File: src/rtl/uart_tx_frame_if.sv
// Upstream word handshake for the UART transmit framer.
// The master offers a word plus parity settings; the framer reports busy.
interface uart_tx_frame_if #(
    parameter int DATA_WIDTH = 8
);
    logic [DATA_WIDTH-1:0] p_data;
    logic                  data_valid;
    logic                  par_en;
    logic                  par_typ;
    logic                  busy;

    modport master (
        output p_data,
        output data_valid,
        output par_en,
        output par_typ,
        input  busy
    );

    modport slave (
        input  p_data,
        input  data_valid,
        input  par_en,
        input  par_typ,
        output busy
    );
endinterface

File: src/rtl/uart_tx_frame.sv
// UART transmit framer, one clk per bit: start, data LSB first,
// optional even/odd parity, stop. Line idles high.
module uart_tx_frame #(
    parameter int DATA_WIDTH = 8
) (
    input  logic           clk,
    input  logic           rst,
    uart_tx_frame_if.slave bus,
    output logic           tx_out
);
    localparam int CW = (DATA_WIDTH > 1) ? $clog2(DATA_WIDTH) : 1;
    localparam logic [CW-1:0] LAST_BIT = CW'(DATA_WIDTH - 1);

    typedef enum logic [2:0] {
        IDLE,
        START,
        DATA,
        PARITY,
        STOP
    } state_t;

    state_t                r_state;
    logic [DATA_WIDTH-1:0] r_shift;
    logic [CW-1:0]         r_cnt;
    logic                  r_par_en;
    logic                  r_par;
    logic                  r_tx;
    logic                  w_busy;
    logic                  w_accept;

    assign w_busy = (r_state == START) ||
                    (r_state == DATA)  ||
                    (r_state == PARITY);
    assign w_accept = bus.data_valid && !w_busy;
    assign bus.busy = w_busy;
    assign tx_out   = r_tx;

    // r_par starts at par_typ and folds in each bit as it leaves,
    // so it holds the parity bit once the last data bit is out.
    always_ff @(posedge clk or posedge rst) begin
        if (rst) begin
            r_state  <= IDLE;
            r_shift  <= '0;
            r_cnt    <= '0;
            r_par_en <= 1'b0;
            r_par    <= 1'b0;
            r_tx     <= 1'b1;
        end else begin
            unique case (r_state)
                IDLE, STOP: begin
                    if (w_accept) begin
                        r_state  <= START;
                        r_tx     <= 1'b0;
                        r_shift  <= bus.p_data;
                        r_par_en <= bus.par_en;
                        r_par    <= bus.par_typ;
                    end else begin
                        r_state <= IDLE;
                        r_tx    <= 1'b1;
                    end
                end
                START: begin
                    r_state <= DATA;
                    r_cnt   <= '0;
                    r_tx    <= r_shift[0];
                    r_par   <= r_par ^ r_shift[0];
                    r_shift <= {1'b0, r_shift[DATA_WIDTH-1:1]};
                end
                DATA: begin
                    if (r_cnt == LAST_BIT) begin
                        r_state <= r_par_en ? PARITY : STOP;
                        r_tx    <= r_par_en ? r_par : 1'b1;
                    end else begin
                        r_cnt   <= r_cnt + CW'(1);
                        r_tx    <= r_shift[0];
                        r_par   <= r_par ^ r_shift[0];
                        r_shift <= {1'b0, r_shift[DATA_WIDTH-1:1]};
                    end
                end
                PARITY: begin
                    r_state <= STOP;
                    r_tx    <= 1'b1;
                end
                default: begin
                    r_state <= IDLE;
                    r_tx    <= 1'b1;
                end
            endcase
        end
    end
endmodule

File: src/flat_wrapper.sv
// flat-port wrapper written by rule: the top's interface ports become plain ports
module uart_tx_frame_flat 
#(
    parameter int DATA_WIDTH = 8
)
  (clk, rst, tx_out, bus_p_data, bus_data_valid, bus_par_en, bus_par_typ, bus_busy);
  uart_tx_frame_if #(.DATA_WIDTH(DATA_WIDTH)) bus_i ();
  input  logic clk;
  input  logic rst;
  output logic tx_out;
  input wire logic [$bits(bus_i.p_data)-1:0] bus_p_data;
  input wire logic [$bits(bus_i.data_valid)-1:0] bus_data_valid;
  input wire logic [$bits(bus_i.par_en)-1:0] bus_par_en;
  input wire logic [$bits(bus_i.par_typ)-1:0] bus_par_typ;
  output wire logic [$bits(bus_i.busy)-1:0] bus_busy;
  assign bus_i.p_data = bus_p_data;
  assign bus_i.data_valid = bus_data_valid;
  assign bus_i.par_en = bus_par_en;
  assign bus_i.par_typ = bus_par_typ;
  assign bus_busy = bus_i.busy;
  uart_tx_frame #(.DATA_WIDTH(DATA_WIDTH)) u_core (.clk(clk), .rst(rst), .bus(bus_i), .tx_out(tx_out));
endmodule
File: config.mk
export PLATFORM = sky130hd
export DESIGN_NAME = uart_tx_frame_flat
export DESIGN_NICKNAME = d
export VERILOG_FILES = /design/src/rtl/uart_tx_frame_if.sv /design/src/rtl/uart_tx_frame.sv /design/src/flat_wrapper.sv
export SDC_FILE = /design/constraint.sdc
export NUM_CORES = 1
export LEC_CHECK = 0
export ABC_AREA = 1
export CAP_MARGIN = 20
export CORE_MARGIN = 4
export CORE_UTILIZATION = 39
export DETAILED_ROUTE_END_ITERATION = 8
export GPL_TIMING_DRIVEN = 0
export PLACE_DENSITY = 0.59
export SLEW_MARGIN = 40
export SYNTH_ARGS = -nofsm -noshare
export SYNTH_HDL_FRONTEND = slang
export SYNTH_SLANG_ARGS = --single-unit
export TNS_END_PERCENT = 20
File: constraint.sdc
create_clock -name clk -period 3.05 [get_ports clk]
set_input_delay 0.4575 -clock clk [delete_from_list [all_inputs] [get_ports clk]]
set_output_delay 0.4575 -clock clk [all_outputs]
set_load 0.02 [all_outputs]
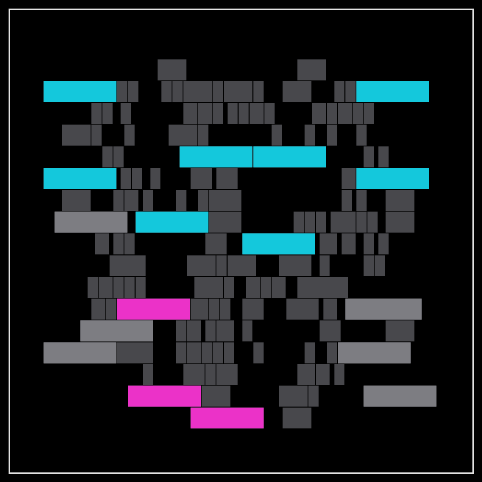
Figure 1: where the registers sit.
(8 px per um)
magenta -> `u_core.r_state`  # sequential cells 3
cyan -> `u_core.r_shift`  # sequential cells 8
not colored = 6
Post-Route Utilization: 51.35%
footprint of the flip-flops and latches: 426.7 um2
Seq group: 411 uW

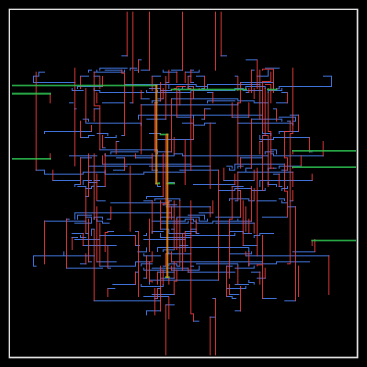
Figure 2: routed metal, one color a layer.
(6 px per um)
green -> metal 3  # wire length 80.7 um
red -> metal 2  # wire length 896 um
orange -> metal 4  # wire length 40.1 um
blue -> metal 1  # wire length 962 um
post-detailed-route wirelength per cell: 11.50 um
total global-route track usage: 12.08%
total vias in the final route: 840
total wire length: 1978 um

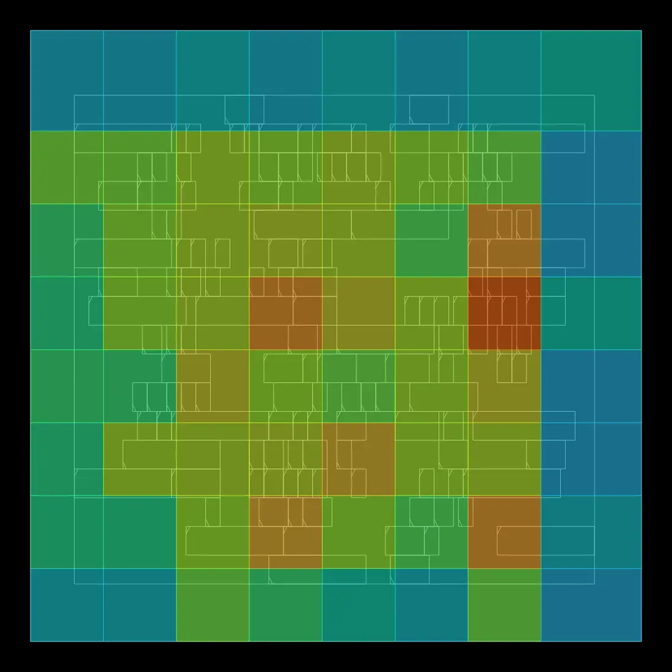
Figure 3: routing congestion.
met2 Track Usage GR: 19.03%
most used routing layer: met2
GRT met1 Usage: 15.65%

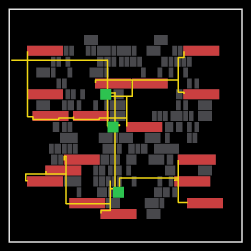
Figure 4: routed clock nets over the placement.
(4 px per um)
red -> flip-flops  # count 17
yellow -> clock wires  # length 249 um
green -> clock drivers  # count 3
routed clock nets = 4
part of the power in the clock network: 10.9%
clock distribution power: 126 uW

==> summary.txt <==
Flow results.

- The share of cells above drive strength 1 is 14.58%.
- In this run, CTS created clock tree buffers numbering 3.
- Gates resized during post-CTS repair numbered 0.
- The number of hold violations in the final report is 0.
- The commonest cells after synthesis are 58 x nand2_1, 16 x dfrtp_1, 11 x nand3_1.
- Global routing finished with a remaining overflow of 0.
- Per the CTS log, the buffer count on the longest clock path is 2.
- The cell depth of the worst setup path is 4.
- The number of cells on the worst reg-to-reg path is 7.
- The post-synth count of flops with an enable pin is 0.
- From synthesis to final layout, the design area changed by 20.83%.
- For this run, asynchronously set or reset flops after synthesis account for 100.0%.
- The startpoint of the worst hold path is u_core.r_cnt[0]$_DFFE_PP0P_.
- The run finished with clean final reports.
- 15 I/O pins were placed.
- The capture point of the worst register-to-register path is recorded as u_core.r_par$_DFFE_PP0P_.
- Grouping stages by cell kind, the critical path spends the most delay in buffers and inverters.
- The logs give a warning total of 26.
- For this run the top cell type by instance count after synthesis was nand2_1.
- Synthesis produced a netlist whose cell count is 126.
- The chip width is 57.80 um.
- After detailed routing, the number of remaining DRC violations is 0.
- The later pin in the worst-skew pair is clocked with a latency of 290 ps.
- The final cycle utilization of the critical path is 67.31%.
- The required time at the worst endpoint is listed as 2590 ps.
## placed cells by master, fill, tap and decap left out, types with 2 or more instances in the layout
cell type,instances
dfrtp_1,16
nand2_2,2
nor2_1,5
ha_1,2
clkbuf_4,3
nand2_1,58
nand3_2,3
o21ai_1,3
nand3_1,11
o21ai_0,2
clkdlybuf4s50_1,14
inv_2,4
nand2_4,2
inv_1,6
nor2_2,2
## sequential cells by signal (all words and copies together) (netlist names)
name / flops
u_core.tx_out: 1
u_core.r_cnt: 3
u_core.r_state: 3
u_core.r_par: 1
u_core.r_shift: 8
u_core.r_par_en: 1
## through the flow
step           area [um2]  cells  power, mW
3_5_place_dp         1142    168      1.042
2_1_floorplan       967.2    126     0.8791
3_3_place_gp         1142    168      1.026
5_1_grt              1169    172      1.255
4_1_cts              1169    172      1.171
6_report             1169    172      1.154
## cells by family after synthesis
| kind of cell | Yosys count | synth area share [%] |
|---|---|---|
| simple gates | 86 | 41.91 |
| flops | 17 | 44.11 |
| compound gates | 8 | 4.657 |
| fa+ha+maj | 2 | 2.587 |
| buf+inv | 12 | 5.821 |
| xor+xnor | 1 | 0.9057 |
## worst register-to-register path, cell delays in order, from the launching register on
cell and delay [ps]:
dfrtp_1 410, ha_1 210, ha_1 220, nand3_2 130
nand2_2 80, nor2_4 200, nand2_1 80, nand2_1 70
## routing by layer
metal	vias up	share of wire (%)
met5	-	0
met1	387	49
met4	0	2.0
met3	5	4.0
met2	14	45
li1	434	-
## layout make-up
class,count,area (um2),area share (%)
Buffer,2,18.77,1.606
Clock buffer,4,26.28,2.248
Inverter,10,37.54,3.212
Multi-Input combinational cell,97,484.2,41.43
Sequential cell,17,426.7,36.51
Tap cell,28,35.03,2.998
Timing Repair Buffer,14,140.1,11.99
## worst min-delay path by stage
stage                                          to  slack [ps]  depth (start not counted)
detailed placement  u_core.r_shift[5]$_DFFE_PP0P_         470                          2
global route          u_core.r_cnt[0]$_DFFE_PP0P_         510                          1
CTS                 u_core.r_shift[5]$_DFFE_PP0P_         490                          2
floorplan             u_core.r_cnt[0]$_DFFE_PP0P_         380                          1
finish                u_core.r_cnt[0]$_DFFE_PP0P_         490                          1
global placement    u_core.r_shift[4]$_DFFE_PP0P_         460                          2
## power breakdown
part	switching, mW	internal (mW)	leakage (nW)
Sequential	0.0785	0.333	0.213
Clock	0.0750	0.0509	0.0150
Combinational	0.379	0.238	0.392
Power and IR drop assume default switching activity.
